<file path="src/rtl/dm_flush_ctrl_if.sv">
// Flush-controller signal bundle: the issue-stage request/response pair,
// the D-cache tag/data array access port and the writeback beat channel.
//
// Handshakes:
//   dm_flush_req/dm_flush_resp is a level 4-phase pair. The requester holds
//   req until it sees resp. The controller holds resp until req drops.
//   The writeback channel is valid/ready. A beat transfers on a rising clk
//   edge where wb_valid && wb_ready. While wb_valid is high and wb_ready is
//   low, wb_addr, wb_data and wb_last stay stable. wb_valid never drops
//   without a transfer, except on reset.
//   Array reads (tag_rd_en, data_rd_en) return their result one cycle later.
interface dm_flush_ctrl_if #(
    parameter int SETS       = 64,
    parameter int WAYS       = 2,
    parameter int LINE_WORDS = 4
);
    localparam int IDX_W  = $clog2(SETS);
    localparam int WAY_W  = $clog2(WAYS);
    localparam int WORD_W = $clog2(LINE_WORDS);
    localparam int TAG_W  = 64 - IDX_W - WORD_W - 3;

    logic              dm_flush_req;
    logic              dm_flush_resp;
    logic              flush_busy;
    logic [IDX_W-1:0]  arr_idx;
    logic [WAY_W-1:0]  arr_way;
    logic [WORD_W-1:0] arr_word;
    logic              tag_rd_en;
    logic              tag_rd_valid;
    logic              tag_rd_dirty;
    logic [TAG_W-1:0]  tag_rd_tag;
    logic              data_rd_en;
    logic [63:0]       data_rd_data;
    logic              tag_wr_en;
    logic              tag_wr_valid;
    logic              tag_wr_dirty;
    logic              wb_valid;
    logic [63:0]       wb_addr;
    logic [63:0]       wb_data;
    logic              wb_last;
    logic              wb_ready;

    // The controller side of the bundle.
    modport master (
        input  dm_flush_req, tag_rd_valid, tag_rd_dirty, tag_rd_tag,
               data_rd_data, wb_ready,
        output dm_flush_resp, flush_busy, arr_idx, arr_way, arr_word,
               tag_rd_en, data_rd_en, tag_wr_en, tag_wr_valid, tag_wr_dirty,
               wb_valid, wb_addr, wb_data, wb_last
    );

    // The issue stage, cache arrays and memory side of the bundle.
    modport slave (
        output dm_flush_req, tag_rd_valid, tag_rd_dirty, tag_rd_tag,
               data_rd_data, wb_ready,
        input  dm_flush_resp, flush_busy, arr_idx, arr_way, arr_word,
               tag_rd_en, data_rd_en, tag_wr_en, tag_wr_valid, tag_wr_dirty,
               wb_valid, wb_addr, wb_data, wb_last
    );
endinterface

</file>
<file path="src/rtl/dm_flush_ctrl.sv">
// D-cache flush responder. On dm_flush_req it walks every set/way of the
// tag array. Each valid+dirty line is read into a line buffer and written
// back as a LINE_WORDS-beat burst, then its dirty bit is cleared.
// dm_flush_resp is raised when the walk is complete.
// Optional build macro DM_FLUSH_INVALIDATE_EN: every valid line is also
// invalidated, so the cache is empty after the flush.
module dm_flush_ctrl #(
    parameter int SETS       = 64,
    parameter int WAYS       = 2,
    parameter int LINE_WORDS = 4
) (
    input  logic            clk,
    input  logic            rst_n,
    dm_flush_ctrl_if.master bus,
    output logic [2:0]      dbg_state_o
);
    localparam int IDX_W  = $clog2(SETS);
    localparam int WAY_W  = $clog2(WAYS);
    localparam int WORD_W = $clog2(LINE_WORDS);
    localparam int CNT_W  = WORD_W + 1;
    localparam int TAG_W  = 64 - IDX_W - WORD_W - 3;

    localparam logic [IDX_W-1:0]  IDX_LAST  = IDX_W'(SETS - 1);
    localparam logic [WAY_W-1:0]  WAY_LAST  = WAY_W'(WAYS - 1);
    localparam logic [CNT_W-1:0]  CNT_FULL  = CNT_W'(LINE_WORDS);
    localparam logic [WORD_W-1:0] WORD_LAST = WORD_W'(LINE_WORDS - 1);
`ifdef DM_FLUSH_INVALIDATE_EN
    localparam logic KEEP_VALID = 1'b0;
`else
    localparam logic KEEP_VALID = 1'b1;
`endif

    typedef enum logic [2:0] {
        S_IDLE, S_TAG_RD, S_TAG_CHK, S_FILL, S_WB, S_CLEAN, S_DONE
    } state_t;

    state_t            state_q, state_d;
    logic [IDX_W-1:0]  idx_q, idx_d;
    logic [WAY_W-1:0]  way_q, way_d;
    // Counts data reads issued in FILL (0..LINE_WORDS) and beats sent in WB.
    logic [CNT_W-1:0]  cnt_q, cnt_d;
    logic [TAG_W-1:0]  tag_q, tag_d;
    logic              resp_q, resp_d;
    logic [63:0]       line_q [LINE_WORDS];

    logic [WORD_W-1:0] word;
    logic [WORD_W-1:0] fill_wr_idx;
    logic              advance;
    logic              tag_rd_en, data_rd_en, tag_wr_en, wb_valid;

    assign word        = cnt_q[WORD_W-1:0];
    // Data arrives one cycle after its read, so it belongs to the previous word.
    assign fill_wr_idx = word - WORD_W'(1);

    // Resp rises the cycle after DONE is entered. It stays high while req is
    // held. If req is already low on entry it is still shown for one cycle.
    assign resp_d = (state_q == S_DONE) && (bus.dm_flush_req || !resp_q);

    // Next-state, counter updates and array/writeback strobes.
    always_comb begin
        state_d    = state_q;
        idx_d      = idx_q;
        way_d      = way_q;
        cnt_d      = cnt_q;
        tag_d      = tag_q;
        advance    = 1'b0;
        tag_rd_en  = 1'b0;
        data_rd_en = 1'b0;
        tag_wr_en  = 1'b0;
        wb_valid   = 1'b0;
        case (state_q)
            S_IDLE: begin
                if (bus.dm_flush_req) begin
                    idx_d   = '0;
                    way_d   = '0;
                    cnt_d   = '0;
                    state_d = S_TAG_RD;
                end
            end
            S_TAG_RD: begin
                tag_rd_en = 1'b1;
                state_d   = S_TAG_CHK;
            end
            S_TAG_CHK: begin
                if (bus.tag_rd_valid && bus.tag_rd_dirty) begin
                    tag_d   = bus.tag_rd_tag;
                    cnt_d   = '0;
                    state_d = S_FILL;
                end
`ifdef DM_FLUSH_INVALIDATE_EN
                else if (bus.tag_rd_valid) begin
                    state_d = S_CLEAN;
                end
`endif
                else begin
                    advance = 1'b1;
                end
            end
            S_FILL: begin
                if (cnt_q == CNT_FULL) begin
                    cnt_d   = '0;
                    state_d = S_WB;
                end else begin
                    data_rd_en = 1'b1;
                    cnt_d      = cnt_q + CNT_W'(1);
                end
            end
            S_WB: begin
                wb_valid = 1'b1;
                if (bus.wb_ready) begin
                    if (word == WORD_LAST) begin
                        cnt_d   = '0;
                        state_d = S_CLEAN;
                    end else begin
                        cnt_d = cnt_q + CNT_W'(1);
                    end
                end
            end
            S_CLEAN: begin
                tag_wr_en = 1'b1;
                advance   = 1'b1;
            end
            S_DONE: begin
                if (!bus.dm_flush_req) begin
                    state_d = S_IDLE;
                end
            end
            default: state_d = S_IDLE;
        endcase
        // Step to the next way, then the next set; finish after the last line.
        if (advance) begin
            way_d = way_q + WAY_W'(1);
            if (way_q == WAY_LAST) begin
                idx_d = idx_q + IDX_W'(1);
            end
            state_d = (way_q == WAY_LAST && idx_q == IDX_LAST) ? S_DONE : S_TAG_RD;
        end
    end

    // State, walk counters, latched tag and response register.
    always_ff @(posedge clk or negedge rst_n) begin
        if (!rst_n) begin
            state_q <= S_IDLE;
            idx_q   <= '0;
            way_q   <= '0;
            cnt_q   <= '0;
            tag_q   <= '0;
            resp_q  <= 1'b0;
        end else begin
            state_q <= state_d;
            idx_q   <= idx_d;
            way_q   <= way_d;
            cnt_q   <= cnt_d;
            tag_q   <= tag_d;
            resp_q  <= resp_d;
        end
    end

    // Line buffer captures each data word the cycle after its read.
    always_ff @(posedge clk or negedge rst_n) begin
        if (!rst_n) begin
            for (int i = 0; i < LINE_WORDS; i++) begin
                line_q[i] <= '0;
            end
        end else if (state_q == S_FILL && cnt_q != '0) begin
            line_q[fill_wr_idx] <= bus.data_rd_data;
        end
    end

    assign bus.dm_flush_resp = resp_q;
    assign bus.flush_busy    = (state_q != S_IDLE);
    assign bus.arr_idx       = idx_q;
    assign bus.arr_way       = way_q;
    assign bus.arr_word      = word;
    assign bus.tag_rd_en     = tag_rd_en;
    assign bus.data_rd_en    = data_rd_en;
    assign bus.tag_wr_en     = tag_wr_en;
    assign bus.tag_wr_valid  = tag_wr_en & KEEP_VALID;
    assign bus.tag_wr_dirty  = 1'b0;
    assign bus.wb_valid      = wb_valid;
    assign bus.wb_addr       = wb_valid ? {tag_q, idx_q, word, 3'b000} : 64'd0;
    assign bus.wb_data       = wb_valid ? line_q[word] : 64'd0;
    assign bus.wb_last       = wb_valid && (word == WORD_LAST);
    assign dbg_state_o       = 3'(state_q);
endmodule

</file>
<file path="src/flat_wrapper.sv">
// flat-port wrapper written by rule: the top's interface ports become plain ports
module dm_flush_ctrl_flat 
#(
    parameter int SETS       = 64,
    parameter int WAYS       = 2,
    parameter int LINE_WORDS = 4
)
  (clk, rst_n, dbg_state_o, bus_dm_flush_req, bus_tag_rd_valid, bus_tag_rd_dirty, bus_tag_rd_tag, bus_data_rd_data, bus_wb_ready, bus_dm_flush_resp, bus_flush_busy, bus_arr_idx, bus_arr_way, bus_arr_word, bus_tag_rd_en, bus_data_rd_en, bus_tag_wr_en, bus_tag_wr_valid, bus_tag_wr_dirty, bus_wb_valid, bus_wb_addr, bus_wb_data, bus_wb_last);
  dm_flush_ctrl_if #(.SETS(SETS), .WAYS(WAYS), .LINE_WORDS(LINE_WORDS)) bus_i ();
  input  logic clk;
  input  logic rst_n;
  output logic [2:0] dbg_state_o;
  input wire logic [$bits(bus_i.dm_flush_req)-1:0] bus_dm_flush_req;
  input wire logic [$bits(bus_i.tag_rd_valid)-1:0] bus_tag_rd_valid;
  input wire logic [$bits(bus_i.tag_rd_dirty)-1:0] bus_tag_rd_dirty;
  input wire logic [$bits(bus_i.tag_rd_tag)-1:0] bus_tag_rd_tag;
  input wire logic [$bits(bus_i.data_rd_data)-1:0] bus_data_rd_data;
  input wire logic [$bits(bus_i.wb_ready)-1:0] bus_wb_ready;
  output wire logic [$bits(bus_i.dm_flush_resp)-1:0] bus_dm_flush_resp;
  output wire logic [$bits(bus_i.flush_busy)-1:0] bus_flush_busy;
  output wire logic [$bits(bus_i.arr_idx)-1:0] bus_arr_idx;
  output wire logic [$bits(bus_i.arr_way)-1:0] bus_arr_way;
  output wire logic [$bits(bus_i.arr_word)-1:0] bus_arr_word;
  output wire logic [$bits(bus_i.tag_rd_en)-1:0] bus_tag_rd_en;
  output wire logic [$bits(bus_i.data_rd_en)-1:0] bus_data_rd_en;
  output wire logic [$bits(bus_i.tag_wr_en)-1:0] bus_tag_wr_en;
  output wire logic [$bits(bus_i.tag_wr_valid)-1:0] bus_tag_wr_valid;
  output wire logic [$bits(bus_i.tag_wr_dirty)-1:0] bus_tag_wr_dirty;
  output wire logic [$bits(bus_i.wb_valid)-1:0] bus_wb_valid;
  output wire logic [$bits(bus_i.wb_addr)-1:0] bus_wb_addr;
  output wire logic [$bits(bus_i.wb_data)-1:0] bus_wb_data;
  output wire logic [$bits(bus_i.wb_last)-1:0] bus_wb_last;
  assign bus_i.dm_flush_req = bus_dm_flush_req;
  assign bus_i.tag_rd_valid = bus_tag_rd_valid;
  assign bus_i.tag_rd_dirty = bus_tag_rd_dirty;
  assign bus_i.tag_rd_tag = bus_tag_rd_tag;
  assign bus_i.data_rd_data = bus_data_rd_data;
  assign bus_i.wb_ready = bus_wb_ready;
  assign bus_dm_flush_resp = bus_i.dm_flush_resp;
  assign bus_flush_busy = bus_i.flush_busy;
  assign bus_arr_idx = bus_i.arr_idx;
  assign bus_arr_way = bus_i.arr_way;
  assign bus_arr_word = bus_i.arr_word;
  assign bus_tag_rd_en = bus_i.tag_rd_en;
  assign bus_data_rd_en = bus_i.data_rd_en;
  assign bus_tag_wr_en = bus_i.tag_wr_en;
  assign bus_tag_wr_valid = bus_i.tag_wr_valid;
  assign bus_tag_wr_dirty = bus_i.tag_wr_dirty;
  assign bus_wb_valid = bus_i.wb_valid;
  assign bus_wb_addr = bus_i.wb_addr;
  assign bus_wb_data = bus_i.wb_data;
  assign bus_wb_last = bus_i.wb_last;
  dm_flush_ctrl #(.SETS(SETS), .WAYS(WAYS), .LINE_WORDS(LINE_WORDS)) u_core (.clk(clk), .rst_n(rst_n), .bus(bus_i), .dbg_state_o(dbg_state_o));
endmodule
</file>
<file path="config.mk">
export PLATFORM = sky130hd
export DESIGN_NAME = dm_flush_ctrl_flat
export DESIGN_NICKNAME = d
export VERILOG_FILES = /design/src/rtl/dm_flush_ctrl_if.sv /design/src/rtl/dm_flush_ctrl.sv /design/src/flat_wrapper.sv
export SDC_FILE = /design/constraint.sdc
export NUM_CORES = 1
export LEC_CHECK = 0
export ABC_AREA = 1
export ABC_CLOCK_PERIOD_IN_PS = 2200
export CAP_MARGIN = 20
export CORE_UTILIZATION = 23
export CTS_CLUSTER_DIAMETER = 30
export CTS_CLUSTER_SIZE = 12
export DETAILED_ROUTE_END_ITERATION = 8
export HOLD_SLACK_MARGIN = 0.02
export PLACE_DENSITY_LB_ADDON = 0.2
export SYNTH_ARGS = -nofsm -noshare
export SYNTH_HDL_FRONTEND = slang
export SYNTH_SLANG_ARGS = --single-unit
</file>
<file path="constraint.sdc">
create_clock -name clk -period 2.2 [get_ports clk]
set_input_delay 0.22 -clock clk [delete_from_list [all_inputs] [get_ports clk]]
set_output_delay 0.22 -clock clk [all_outputs]
set_load 0.02 [all_outputs]
</file>
Figure 1. Metal layers overlaid (run 1).
Drawn at 2 px/um. Only two layers are drawn.
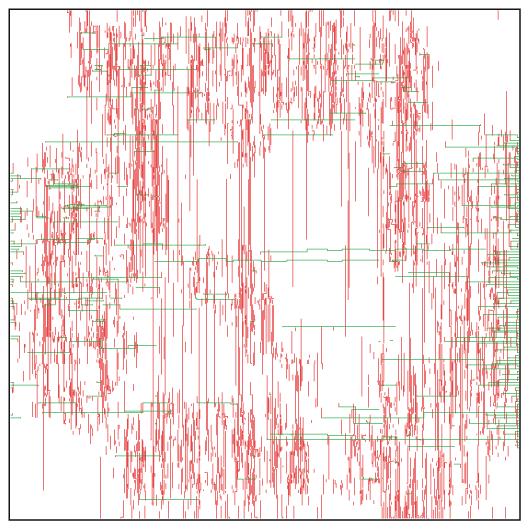
Key: metal 3 = green [wire length 3790 um]; metal 2 = red [wire length 26.0 mm]

Figure 2. Wires at chosen ports, followed through buffers (run 1).
Drawn at 1 px/um.
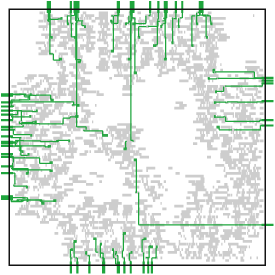
Key: bus_wb_data = green [bits 64, direction output, end cells 64, wire 2690 um]

Figure 3. I/O pins on the die edge (run 1).
Drawn at 2 px/um. Pins as bars across the die edge, other pins in gray.
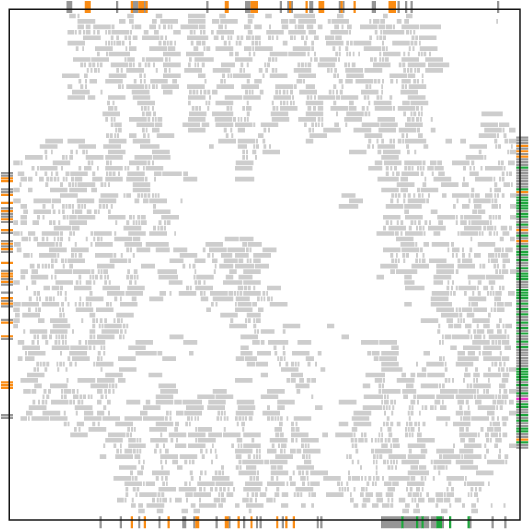
Key: bus_tag_rd_tag = green [pins 53, direction input, edge 45 right, 8 bottom]; bus_wb_data = orange [pins 64, direction output, edge 25 top, 20 left, 12 bottom, 7 right]; bus_flush_busy = magenta [pins 1, direction output, edge right]
die width: 255 um
PortBufs: 267
Die H: 255 um

Figure 4. Cell sizes after repair (run 1).
Drawn at 2 px/um.
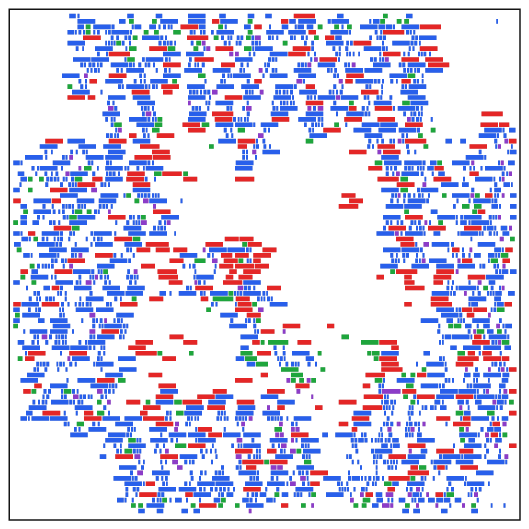
Key: _3 and _4 cells = green [cells 172]; _2 cells = purple [cells 145]; _0 and _1 cells = blue [cells 1712]; _6 and larger = red [cells 273]

==> Changelog: implementation, run 1 <==
### Metrics

- Iter 0 DRT Violations: between 1k and 1.5k
- Outcome: finished with violations
- TritonCTS sink count: 323
- Largest area contributor in the netlist: dfrtp_1
- Mapped cell area: between 10000 and 15000 um2
- CTS tree: built
- Final nets: between 2k and 2.5k
- Fillers: approximately 6.4k
- CP Max Fanout: 6
- Floorplan utilization: 0.233
- CP Capture Point: bus_wb_data[11]
- Number of enable flip-flop cells: 0
- Tool warnings: 36
- Setup ws final: -174 ps
- Top cells by area, synth: dfrtp_1, o21ai_0, nor2_1
- Classification of the worst setup path: flip-flop to output port
- RR Endpoint: u_core.line_q[82]
- Register area: roughly 8100 um2
- Synth cell types: 24
- Top cells by count: nor2_1, o21ai_0, dfrtp_1, nand2_1, inv_1
- Fin. max-slew vios: 0
- Met2 Use GR: 0.249
- Post-synth top area share: 0.551
- Clock tree buffer depth: 3
- Failing checks: setup timing
- Relative slew slack: 0.659
- Post-route ant nets: 0
- MI comb area: between 6000 and 7000 um2
- H-tree depth: 3
- Synthesis area per yosys: 14700 um2
- Core footprint: between 60000 and 70000 um2
- Overflow after GRT: 0
- Vias per cell: 4.43
- Met1 usage: 0.206
- Post-synth ARST share: 1.00
- Slowest-stage cell, CP: dfrtp_4
- Seq share, synth: 0.551
- Minimum clock period: between 2000 and 2500 ps
- CP arrival: 2150 ps
- CP Launch Type: flip-flop
- Gr usage total: 0.157
- Crit-path cells: buf_12, buf_6, clkbuf_16, nor2_1, nor2_1, o21ai_1, a21oi_1, buf_4
- Worst Path Required: between 1500 and 2000 ps
- Number of global-route vias before repair: 13.5k
- Power Dens Cells: 1470 nW/um2
- Root Driver: clkbuf_16
- Clk_lat worst skew: roughly 610 ps
- R2R depth: 9
- Fmax: around 420 MHz
- Worst r2r src: u_core.cnt_q[0]
- Std cell rows: roughly 92
- Vias: roughly 14k
- Maximum vdd drop: 0.605 mV
- Slowest stage delay, CP: 530 ps
- Final setup fails: 76
- Unrepaired setup endpoints after global routing: true
- CTS Buf Count: a little over 90
- Max FFs per register: about 260
- DRT Wirelength: 56300 um
- Synth Register Bits: about 320
- Reg2reg setup slack: roughly 90 ps
- Placement Setup Slack: between 10 and 15 ps
- Layout area overhead: 64.4%
- Initial antenna violation count: 1
- CP top delay family: buffers and inverters
- Total Power: between 30 and 40 mW
- Reg clk slew, reported paths: about 40 ps
- Leak: between 10 and 15 nW
- Syn Area/Cell: between 7 and 8 um2
- IO Pins: 272
- Final Hold Viols: 0
- Worst setup startpoint: u_core.cnt_q[0]
- Met3 Usage GRT: 0.0380
- GPL Wtd Cong: around 0.76
- Wire length per cell: ~18 um
- Worst Setup End Kind: output port
- First-pass GRT wire length: approximately 80000 um
- Slew @ Worst Pin: 511 ps
- Sum Neg Setup Slack: -6560 ps
- Max cap viols: 0
- Busiest grt layer: met2
- # Cells Yosys: 1854
- Antenna cells: 0
- Chip Area: roughly 65000 um2
- Mapped Cells: 1854
- Worst Hold Class: input port to async pin
- Largest net degree at the start of global routing: 107
- Count leader, synth: nor2_1
- Most frequent CP cell: nor2_1
- Crit. path cell count: 8
- Fin crit share: 1.08
- Dpl hpwl: 29800 um
- WP buf/inv: 4
- Top_reg_cell synth: dfrtp_1
- # DRC: 0
- 1st-pass router iterations: 5
- Most flop-heavy register: u_core.line_q
- Synth Warn #: 0
- Fin Hold WS: around 160 ps
- Setup Skew: roughly 24 ps
- Layout cells sized above 1: 0.256
[run 1: layout make-up]
cell class	count	share of cell area
clock inverter	37	0.0279
multi-input combinational	1256	0.260
timing repair buffer	410	0.198
inverter	144	0.0233
clock buffer	132	0.111
sequential	323	0.336
tap	846	0.0439
[run 1: kinds of logic (layout without fill, tap and decap cells)]
logic type,after synthesis,after routing,synth area share
and+or+nand+nor,728,729,0.190
AOI/OAI and AO/OA,515,515,0.176
DFF,323,323,0.551
buffers and inverters,279,723,0.0760
adders and majority gates,7,7,0.00597
other,1,4,0.000256
xor gates and xnor gates,1,1,0.000597
[run 1: per-stage QoR]
stage,area (um2),instances,utilization
after floorplan,14700,1857,-
after global placement,18700,2902,0.297
after detailed placement,18700,2902,0.297
after CTS,22800,3098,0.361
after global routing,24100,3148,0.382
final,24100,3148,0.382
[run 1: power by group]
part           switching [mW]  total, mW  internal [mW]
Sequential               1.52       10.1           8.54
Combinational            6.25       11.1           4.87
Clock                    3.79       14.3           10.5
[run 1: layer usage]
layer / wire length [um] / up-vias
met4: 1430 / 2
met1: 25100 / 6676
met5: 14 / -
met2: 26000 / 450
li1: - / 6731
met3: 3790 / 84
[run 1: placed cells by master (no fill, tap or decap), types with 19 or more instances in the layout]
cell type        instances
nor2_2                  58
buf_4                  103
nor2_1                 273
a21oi_1                 93
buf_12                  41
o21ai_1                110
nor2_4                  52
nand3_1                 23
a21oi_2                 25
clkbuf_1                20
o21ai_0                275
inv_1                  138
clkbuf_16              115
nand2_1                306
buf_6                   57
bufinv_16               19
clkdlybuf4s50_1        132
dfrtp_1                320
[run 1: what timing repair did]
action	CTS	global route
hold buffers	1	0
hold endpoints to repair	125	0
gates resized	636	375
buffers inserted	12	26
gates cloned	14	31
setup endpoints to repair	134	211
pin swaps	39	78
==> run 2, diff against run 1 <==
--- a/config.mk
+++ b/config.mk
@@ -13,4 +13,5 @@
 export CTS_CLUSTER_SIZE = 12
 export DETAILED_ROUTE_END_ITERATION = 8
+export GPL_TIMING_DRIVEN = 1
 export HOLD_SLACK_MARGIN = 0.02
 export PLACE_DENSITY_LB_ADDON = 0.2
==> constraint.sdc (replaced) <==
create_clock -name clk -period 2.2 [get_ports clk]
set_input_delay 0.44 -clock clk [delete_from_list [all_inputs] [get_ports clk]]
set_output_delay 0.44 -clock clk [all_outputs]
set_load 0.02 [all_outputs]
Figure 5. Cell placement (run 2).
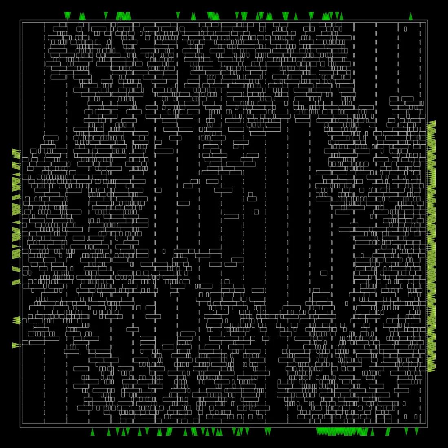
fillers: 6403
TAP cells: 846
seq_cells: 323
std cell rows: 92

==> run 2 against run 1 <==
  * The run still ends with setup timing left
  * Cell area fell by 0.62%
  * Worst hold slack improved by 230 ps
  * Sequential power barely moved
  * Setup slack got worse by 210 ps
  * Combinational power barely moved
  * Die size did not move
  * Via count fell by 1.6%
  * Sequential share of layout area rose by 0.20 points
  * Non-clock buffer count rose by 3
  * Critical path depth did not move
  * Cell count rose by 0.22%
  * Fmax fell by 8.0%
==> Changelog: implementation, run 2 <==
### Metrics

- Vias per cell: ~4.4
- PortBufs: roughly 270
- Worst Setup End Kind: output port
- Met1 usage: 0.194
- Final Hold Viols: 0
- CP Max Fanout: 6
- Leak: 11.5 nW
- Synth Warn #: 0
- Maximum vdd drop: between 0.5 and 0.6 mV
- Overflow after GRT: 0
- Met3 Usage GRT: 0.0397
- Largest area contributor in the netlist: dfrtp_1
- Die width: roughly 250 um
- Outcome: finished with violations
- Met1 WL: around 23000 um
- Number of enable flip-flop cells: 0
- Placement Setup Slack: -164 ps
- Relative slew slack: 0.613
- Iter 0 DRT Violations: around 900
- Top cells by count: nor2_1, o21ai_0, dfrtp_1, nand2_1, inv_1
- Fin area: about 24000 um2
- Post-DP Area: between 15000 and 20000 um2
- Die H: around 250 um
- Slew @ Worst Pin: around 580 ps
- Reg clk slew, reported paths: 40 ps
- Met2 WL post-DR: approximately 24000 um
- Syn Area/Cell: 7.91 um2
- Slowest-stage cell, CP: dfrtp_4
- Number of global-route vias before repair: approximately 14k
- Top cells excl fill/tap: dfrtp_1, nand2_1, o21ai_0
- # DRC: 0
- Most flop-heavy register: u_core.line_q
- Max layer used: met5
- CTS tree: built
- IO Pins: 272
- Minimum clock period: roughly 2600 ps
- Fmax: between 300 and 400 MHz
- Post-route ant nets: 0
- Gr usage total: 0.152
- Fin Hold WS: 388 ps
- First-pass GRT wire length: 76700 um
- Crit-path cells: buf_12, buf_12, clkbuf_16, nor2_2, nor2_1, o21ai_0, a21oi_1, buf_4
- Worst Hold Class: input port to async pin
- Top cells by area, synth: dfrtp_1, o21ai_0, nor2_1
- Max FFs per register: roughly 260
- Count leader, synth: nor2_1
- Post-Route Utilization: 0.380
- Met2 Use GR: 0.243
- CTS Buf Count: between 90 and 100
- Initial antenna violation count: 2
- Final nets: around 2.4k
- Slowest stage delay, CP: roughly 470 ps
- Tool warnings: 34
- Unrepaired setup endpoints after global routing: true
- Max cap viols: 0
- Final setup fails: between 150 and 200
- Clk_lat worst skew: 620 ps
- WP buf/inv: 4
- Layout area overhead: 63.3%
- # Cells Yosys: approximately 1.9k
- Busiest grt layer: met2
- Synth Register Bits: 323
- Total Power: between 30 and 40 mW
- Layout cells sized above 1: 0.269
- Classification of the worst setup path: flip-flop to output port
- CP arrival: between 2000 and 2500 ps
- Setup Skew: between 20 and 30 ps
- Most frequent logic cell in the layout: dfrtp_1
- Chip Area: 64800 um2
- Floorplan utilization: 0.233
- Mapped cell area: 14700 um2
- Post-synth ARST share: 1.00
- Met3 Routed Length: between 3000 and 4000 um
- Fin. max-slew vios: 0
- Dpl hpwl: between 30000 and 40000 um
- CP Launch Type: flip-flop
- Synth cell types: 24
- Top_reg_cell synth: dfrtp_1
- Placed cell count: slightly below 3k
- Core footprint: around 63000 um2
- Fin crit share: 1.17
- Most frequent CP cell: buf_12
- Synthesis area per yosys: 14700 um2
- Sum Neg Setup Slack: -30940 ps
- GPL Wtd Cong: ~0.76
- Antenna cells: 0
- Largest net degree at the start of global routing: 107
- 1st-pass router iterations: 5
- Root Driver: clkbuf_16
- CP top delay family: buffers and inverters
- Post-synth top area share: 0.551
- Power Dens Cells: about 1400 nW/um2
- Setup ws final: -380 ps
- TritonCTS sink count: around 320
- Non-filler cells, final: between 3k and 4k
- H-tree depth: 3
- Clock tree buffer depth: 3
- Worst Path Required: 1760 ps
- Mapped Cells: about 1.9k
- Failing checks: setup timing
- Seq share, synth: 0.551
Figure 6. Metal layers overlaid (run 2).
Drawn at 2 px/um. Only two layers are drawn.
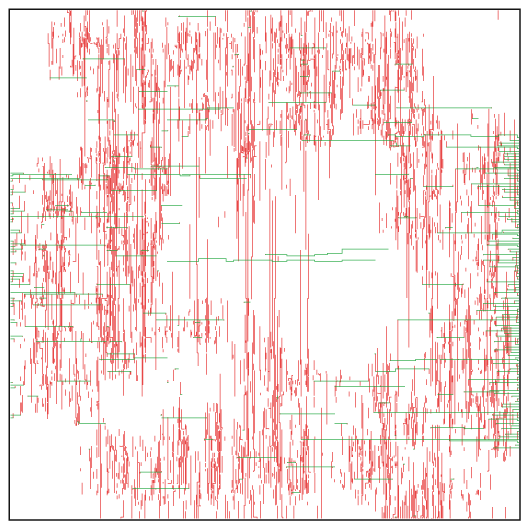
Vias: 13.7k
DRT Wirelength: 52100 um
wire length per cell: 16.5 um

==> run 2: worst paths after layout <==
| kind | cells after the start | start | endpoint | slack (ps) |
|---|---|---|---|---|
| setup / recovery | 8 | u_core.cnt_q[0] | bus_wb_data[5] | -380 |
| hold reg to reg | 1 | u_core.bus.dm_flush_resp | u_core.bus.dm_flush_resp | 450 |
| max in group asynchronous | 4 | rst_n | u_core.line_q[73] | 1020 |
| min in group clk | 3 | bus_tag_rd_tag[0] | u_core.tag_q[0] | 410 |
| hold / removal | 2 | rst_n | u_core.tag_q[33] | 390 |
| setup reg to reg | 11 | u_core.cnt_q[0] | u_core.line_q[183] | -50 |
==> run 2: repair_timing <==
action | 4_1_cts | 5_1_grt
setup endpoints to repair | 199 | 282
resized | 629 | 433
hold buffers | 1 | 0
buffers inserted | 10 | 27
gates cloned | 8 | 12
hold endpoints to repair | 45 | 0
pin swaps | 28 | 82
==> run 2: area by class of cell <==
cell class                 instances  area, um2
fill                            6403      39100
sequential                       323       8090
multi-input combinational       1255       6320
timing repair buffer             413       4770
clock buffer                     133       2710
tap                              846       1060
inverter                         144        569
clock inverter                    40        429
timing repair inverter             1       16.3
==> run 2: power by group <==
part	internal (mW)	total, mW	switching (mW)
combinational	4.97	11.2	6.22
clock	9.08	13.1	4.00
sequential	8.54	10.0	1.50
total	22.6	34.3	11.7
==> run 2: kinds of logic (layout without fill, tap and decap cells) <==
| kind of cell | Yosys count | count (layout) | share of synthesized area |
|---|---|---|---|
| and+or+nand+nor | 728 | 728 | 0.190 |
| DFF | 323 | 323 | 0.551 |
| xor gates and xnor gates | 1 | 1 | 0.000597 |
| buffers and inverters | 279 | 731 | 0.0760 |
| other | 1 | 4 | 0.000256 |
| AOI/OAI and AO/OA | 515 | 515 | 0.176 |
| adders and majority gates | 7 | 7 | 0.00597 |
Power is estimated from default activity; no workload was simulated.
